`config.mk`:
```
export PLATFORM = sky130hd
export DESIGN_NAME = mdu_sequencer
export DESIGN_NICKNAME = d
export VERILOG_FILES = /design/src/rtl/mdu_pkg.sv /design/src/rtl/mdu_sequencer.sv
export SDC_FILE = /design/constraint.sdc
export NUM_CORES = 1
export LEC_CHECK = 0
export ABC_CLOCK_PERIOD_IN_PS = 5800
export CORE_MARGIN = 2
export CORE_UTILIZATION = 35
export CTS_CLUSTER_SIZE = 14
export DETAILED_ROUTE_END_ITERATION = 8
export GPL_TIMING_DRIVEN = 0
export MAX_ROUTING_LAYER = met4
export PLACE_DENSITY = 0.55
export SYNTH_ARGS = -nofsm -noshare
export SYNTH_HDL_FRONTEND = slang
export SYNTH_SLANG_ARGS = --single-unit
```
`constraint.sdc`:
```
create_clock -name clock -period 5.8 [get_ports clock]
set_input_delay 1.16 -clock clock [delete_from_list [all_inputs] [get_ports clock]]
set_output_delay 1.16 -clock clock [all_outputs]
set_load 0.1 [all_outputs]
```
`src/rtl/mdu_pkg.sv`:
```
// mdu_pkg: constants, state type and ALU request helper for the multiply/divide sequencer
package mdu_pkg;
  localparam logic [3:0] ALUC_ADD = 4'b0000;
  localparam logic [3:0] ALUC_SUB = 4'b0100;
  localparam logic [1:0] OP_MULTU = 2'b00;
  localparam logic [1:0] OP_MULT = 2'b01;
  localparam logic [1:0] OP_DIVU = 2'b10;
  localparam logic [1:0] OP_DIV = 2'b11;
  localparam int ITER_COUNT = 32;
  typedef enum logic [2:0] {S_IDLE, S_NEG_A, S_NEG_B, S_ITER, S_FIX_LO, S_FIX_HI, S_DONE} state_e;
  typedef struct packed {
    logic [31:0] a;
    logic [31:0] b;
    logic [3:0] aluc;
  } alu_req_t;
  // Negate as 0 - x, or pass through as x + 0, so every such step costs one ALU cycle
  function automatic alu_req_t neg_if(input logic [31:0] x, input logic n);
    return n ? alu_req_t'{a: 32'd0, b: x, aluc: ALUC_SUB} : alu_req_t'{a: x, b: 32'd0, aluc: ALUC_ADD};
  endfunction
endpackage

```
`src/rtl/mdu_sequencer.sv`:
```
// mdu_sequencer: iterative MULT/MULTU/DIV/DIVU controller driving an external 32-bit add/sub ALU
module mdu_sequencer
  import mdu_pkg::*;
(
  input  logic        clock,
  input  logic        reset,
  input  logic        start,
  input  logic [1:0]  op,
  input  logic [31:0] a,
  input  logic [31:0] b,
  output logic        busy,
  output logic        done,
  output logic [31:0] hi,
  output logic [31:0] lo,
  output logic [31:0] alu_a,
  output logic [31:0] alu_b,
  output logic [3:0]  alu_aluc,
  input  logic [31:0] alu_s
);
  state_e state_q, state_d;
  logic [4:0] cnt_q;
  logic init_q, sa_q, sb_q, lz_q;
  logic [1:0] op_q;
  logic [31:0] opa_q, opa_d, opb_q, opb_d, acc_hi_q, acc_hi_d, acc_lo_q, acc_lo_d, hi_q, lo_q;
  logic mul, neg, sgn_in, take, carry;
  logic [31:0] r_sh;
  alu_req_t req;
  assign mul = op_q == OP_MULTU || op_q == OP_MULT;
  assign sgn_in = op == OP_MULT || op == OP_DIV;
  assign neg = sa_q ^ sb_q;
  assign r_sh = {acc_hi_q[30:0], acc_lo_q[31]};
  assign take = acc_hi_q[31] | (r_sh >= opb_q);
  assign carry = acc_lo_q[0] & (alu_s < acc_hi_q);
  assign busy = state_q != S_IDLE && state_q != S_DONE;
  assign done = state_q == S_DONE;
  assign hi = hi_q;
  assign lo = lo_q;
  assign {alu_a, alu_b, alu_aluc} = req;
  always_comb begin
    req = neg_if(32'd0, 1'b0);
    case (state_q)
      S_NEG_A: req = neg_if(opa_q, opa_q[31]);
      S_NEG_B: req = neg_if(opb_q, opb_q[31]);
      S_ITER: if (!init_q) req = mul ? alu_req_t'{a: acc_hi_q, b: acc_lo_q[0] ? opa_q : 32'd0, aluc: ALUC_ADD}
                                     : alu_req_t'{a: r_sh, b: opb_q, aluc: ALUC_SUB};
      S_FIX_LO: req = neg_if(acc_lo_q, neg);
      S_FIX_HI: req = mul ? alu_req_t'{a: neg ? ~acc_hi_q : acc_hi_q, b: {31'd0, neg & lz_q}, aluc: ALUC_ADD}
                          : neg_if(acc_hi_q, sa_q);
      default: ;
    endcase
  end
  // The first ITER cycle loads the accumulators from the (magnitude) operands
  always_comb begin
    state_d = state_q;
    opa_d = opa_q;
    opb_d = opb_q;
    acc_hi_d = acc_hi_q;
    acc_lo_d = acc_lo_q;
    case (state_q)
      S_IDLE, S_DONE: begin
        state_d = start ? (sgn_in ? S_NEG_A : S_ITER) : S_IDLE;
        opa_d = start ? a : opa_q;
        opb_d = start ? b : opb_q;
      end
      S_NEG_A: begin
        opa_d = alu_s;
        state_d = S_NEG_B;
      end
      S_NEG_B: begin
        opb_d = alu_s;
        state_d = S_ITER;
      end
      S_ITER: begin
        if (init_q) begin
          acc_hi_d = 32'd0;
          acc_lo_d = mul ? opb_q : opa_q;
        end else if (mul) begin
          acc_hi_d = {carry, alu_s[31:1]};
          acc_lo_d = {alu_s[0], acc_lo_q[31:1]};
        end else begin
          acc_hi_d = take ? alu_s : r_sh;
          acc_lo_d = {acc_lo_q[30:0], take};
        end
        if (!init_q && cnt_q == 5'(ITER_COUNT - 1)) state_d = op_q[0] ? S_FIX_LO : S_DONE;
      end
      S_FIX_LO: begin
        acc_lo_d = alu_s;
        state_d = S_FIX_HI;
      end
      S_FIX_HI: begin
        acc_hi_d = alu_s;
        state_d = S_DONE;
      end
      default: state_d = S_IDLE;
    endcase
  end
  always_ff @(posedge clock) begin
    if (reset) begin
      state_q <= S_IDLE;
      cnt_q <= '0;
      init_q <= 1'b0;
      op_q <= '0;
      sa_q <= 1'b0;
      sb_q <= 1'b0;
      lz_q <= 1'b0;
      opa_q <= '0;
      opb_q <= '0;
      acc_hi_q <= '0;
      acc_lo_q <= '0;
      hi_q <= '0;
      lo_q <= '0;
    end else begin
      state_q <= state_d;
      opa_q <= opa_d;
      opb_q <= opb_d;
      acc_hi_q <= acc_hi_d;
      acc_lo_q <= acc_lo_d;
      cnt_q <= (state_q == S_ITER && !init_q) ? cnt_q + 5'd1 : 5'd0;
      init_q <= state_d == S_ITER && state_q != S_ITER;
      if (start && !busy) op_q <= op;
      if (state_q == S_NEG_A) sa_q <= opa_q[31];
      if (state_q == S_NEG_B) sb_q <= opb_q[31];
      if (state_q == S_FIX_LO) lz_q <= acc_lo_q == 32'd0;
      if (state_d == S_DONE) begin
        hi_q <= acc_hi_d;
        lo_q <= acc_lo_d;
      end
    end
  end
endmodule

```
==> notes.md <==
Notes on the flow outputs.

- The number of hold buffers added after CTS was 0.
- 235 I/O pins were placed.
- The dominant register cell in the synthesized netlist reads sky130_fd_sc_hd__dfxtp_1.
- Counting flops and latches in the post-synthesis netlist gives 206.
- The critical path arrival is 4.58 ns.
- The share of the core filled by cells before placement is 0.356.
- The cell depth of the worst hold path is 1.
- The final weighted congestion in routability-driven placement is 0.966.
- The startpoint of the most critical hold path is cnt_q[0].
- The worst pin sits at a relative slew slack of 0.229.
- Summing internal, switching and leakage power gives 4.49 mW.
- Setup repair after global routing left no endpoint under its margin.
- The combinational gate area reads 0.00883 mm².
- The critical path launch point type is a register.
- The area reported by Yosys stat is 0.0138 mm².
- The number of standard cells reported by yosys reads 1702.
- The CTS report gives the tree buffer count as 25.
- The synthesized area per cell is 8.12 µm².
- Total power normalized to cell area comes to 254 mW/mm².
- The minimum setup slack among reg-to-reg paths reads 1.96 ns.
- CTS built an H-tree with a depth of 1.
- The via count of the first global-routing pass is 14500.
- The timing report notes that buffer and inverter cells on the critical path total 3.
- The max-capacitance violation count is 0.
- Total global-route track usage over all layers is 0.322.
- The number of gates resized after cts reads 0.
- The final critical delay including setup and external delays reads 5.74 ns.
- The post-synth count of flops with an enable pin is 0.
- The chip area is 0.0411 mm².
- The DRC violations left is 0.
- The final count of hold timing violations reads 0.
- The destination of the worst register-to-register timing path reads hi[26].
- The post-route antenna net violation count is 0.
- The flow ran to the end, and the final reports show no timing, DRC or antenna violations.
- The post-synthesis cell type count reads 59.
- The final instance area is 0.0177 mm².
- Looking at the critical path, the highest net fanout was 10.
- The half-perimeter wire length after detailed placement reads 51900 µm.
- Walking the worst path, the cells encountered are nor2b_1 > clkbuf_1 > nand2b_1 > or2_2 > nand2_1 > clkbuf_1 > a222oi_1 > nand2_1 > clkdlybuf4s50_1.
- Looking at the hold checks, the worst path lands on cnt_q[0].
- Of the available clock period, the critical path in the final layout requires 0.989.
- The via density per instance reads 5.96.
- The number of warnings printed during yosys synthesis is 0.
- The clock root buffer reads sky130_fd_sc_hd__clkbuf_16.
- The total of fill cells in the finished design is 3920.
- The critical path start-end classification is reg -> out.
- In this run the core area contains 72 standard-cell rows.
- The delay of the slowest cell on the worst path is 1.14 ns.
- The reg-to-reg startpoint is state_q[1].
- The type of the tightest min-delay check reads reg -> reg.
- The number of warnings the tools reported reads 26.
- The initial antenna violation count reads 2.
- The top cell family by delay on the critical path reads buffers and inverters.
- The post-route worst setup slack reads 0.0614 ns.
- On the worst setup and hold paths after CTS, the clock-pin slew comes to 0.06 ns.
- The pin count of the biggest net entering global routing reads 13.
- The count of final max-slew check failures reads 0.
- For this design the static power due to leakage is 6.39 nW.
- The maximum clock frequency is 174 MHz.
- The count of routing violations after the opening detailed-route iteration reads 1701.
- The wire length per cell is 26.4 µm.
- The first-pass GRT wire length reads 95800 µm.
- The instance count of the mapped netlist reads 1702.
==> metrics by stage <==
stage | utilization | hold slack (ns) | cells
2_1_floorplan | - | 0.433 | 1704
3_3_place_gp | 0.432 | 0.452 | 2452
3_5_place_dp | 0.432 | 0.466 | 2452
4_1_cts | 0.454 | 0.474 | 2496
5_1_grt | 0.455 | 0.507 | 2497
6_report | 0.455 | 0.480 | 2497
==> layout make-up <==
cell class / count / area share
Sequential cell: 206 / 0.233
Timing Repair Buffer: 230 / 0.132
Inverter: 69 / 0.0147
Multi-Input combinational cell: 1274 / 0.500
Clock inverter: 7 / 0.00538
Antenna cell: 1 / 0.000142
Tap cell: 518 / 0.0367
Buffer: 155 / 0.0350
Clock buffer: 37 / 0.0430
==> layout by cell type, fill, tap and decap left out, types with 66 or more instances in the layout <==
master                            count
sky130_fd_sc_hd__o21ai_0            105
sky130_fd_sc_hd__a21oi_1             66
sky130_fd_sc_hd__nor2_1             241
sky130_fd_sc_hd__clkbuf_1           132
sky130_fd_sc_hd__dfxtp_1            206
sky130_fd_sc_hd__clkdlybuf4s50_1    217
sky130_fd_sc_hd__mux2i_1            128
sky130_fd_sc_hd__a221oi_1            66
sky130_fd_sc_hd__inv_1               69
sky130_fd_sc_hd__nand2_1            155
==> report_power, final <==
group,switching [mW],internal [mW]
clock,0.650,0.992
sequential,0.164,1.49
combinational,0.799,0.392
total,1.61,2.88
==> cells by family (layout without fill, tap and decap cells) <==
kind of cell,after synthesis,count (layout),share of synthesized area
AND-OR/OR-AND,422,422,0.220
AND/OR/NAND/NOR,591,591,0.194
other,1,4,0.000271
adder cells (fa/ha/maj),65,65,0.0588
multiplexers,159,159,0.143
flip-flops,206,206,0.298
buffers and inverters,224,498,0.0635
XOR/XNOR,34,34,0.0215
==> how the worst max path moves through the flow <==
stage	startpoint	to	slack (ns)	cells past startpoint
detailed placement	state_q[1]	alu_b[17]	0.73	9
global placement	op_q[1]	alu_a[19]	0.71	8
floorplan	op_q[1]	alu_a[0]	0.89	7
finish	state_q[1]	alu_b[23]	0.06	9
global route	state_q[1]	alu_b[26]	0.00002	9
CTS	state_q[1]	alu_b[17]	0.13	9
==> metal layers <==
layer  up-vias  part of all wire  wire, µm  global-route usage
li1       6845                 -         -                   -
met4         0             0.029      1930              0.0957
met1      7204              0.44     29000               0.434
met5         -                 0         0                   -
met3       120             0.084      5530              0.0554
met2       720              0.45     29500               0.493
==> cells in the mapped netlist (all sizes together) (3+ instances only) <==
cell type,number,area share
a311oi,32,0.020
nand4,14,0.0063
nand2,155,0.042
nor4,40,0.018
ha,65,0.059
mux4,31,0.051
a211oi,64,0.035
a31oi,4,0.0023
nor2,241,0.065
a222oi,31,0.022
o21ai,106,0.038
a21oi,66,0.024
or2,3,0.0014
nor3,40,0.014
clkbuf,129,0.035
dfxtp,206,0.30
o21a,4,0.0022
inv,69,0.019
buf,26,0.0098
xnor2,33,0.021
nor2b,36,0.016
a221o,31,0.022
mux2i,128,0.093
and3,32,0.014
nor3b,4,0.0025
nand3,8,0.0029
nand2b,5,0.0023
a221oi,66,0.042
==> images/m2.png <==
Bar = 50 µm.
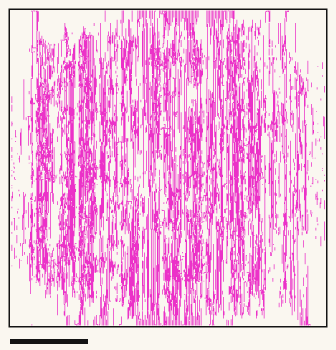
nets with wire on the layer: 1720
main direction: vertical
Vias: 14900
met2 track utilization from global routing: 0.493
final WL: 66000 µm

==> images/clock_nets.png <==
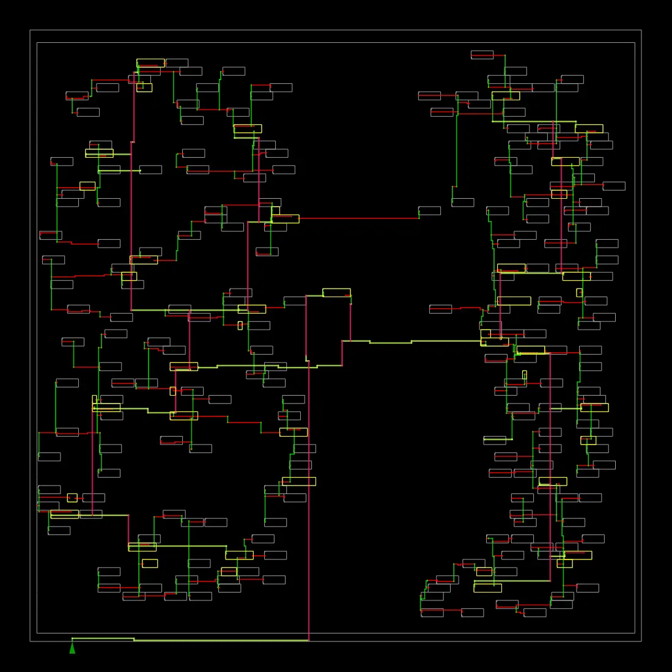
Setup Skew: 0.0441 ns
Insertion Delay late pin: 0.56 ns
CLK BUF: 37

==> images/floorplan.png <==
Bar = 50 µm. Pins as bars on the die edge.
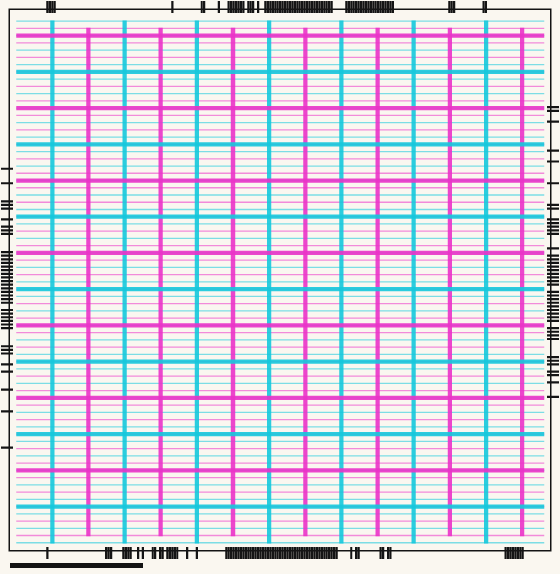
legend:
  magenta:
    net: VDD
  cyan:
    net: VSS
met1 rails: 73
met4 straps: 14
area inside the core boundary: 0.0388 mm²
die extent in x: 203 µm
die outline height: 203 µm
Max rail drop VDD: 223 µV

==> images/m3.png <==
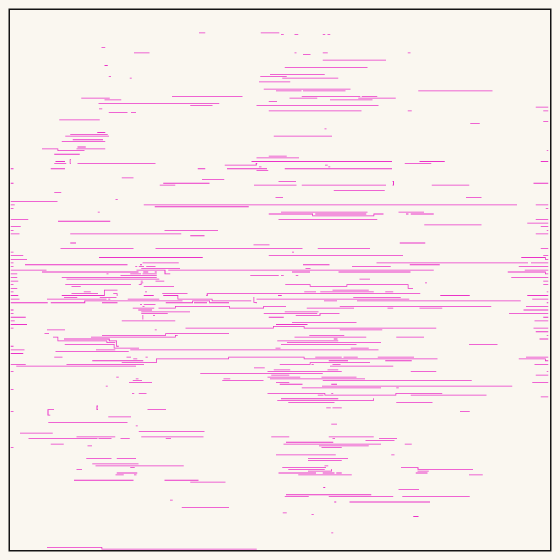
nets with wire on the layer: 302
wire length on this layer: 5530 µm
global-route track usage on met3: 0.0554

==> images/layers.png <==
Bar = 50 µm. Only two layers are drawn.
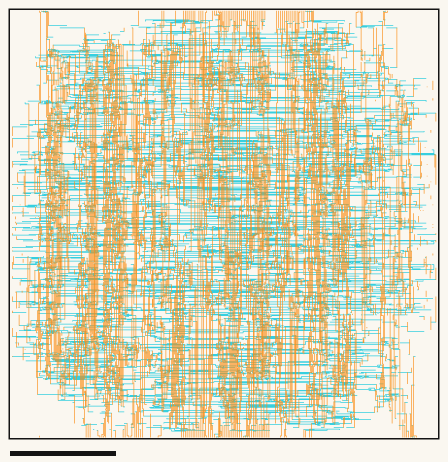
legend:
  orange:
    layer: M2
    wire_length: 29.5 mm
  cyan:
    layer: M1
    wire_length: 29.0 mm

Power and IR drop assume default switching activity.
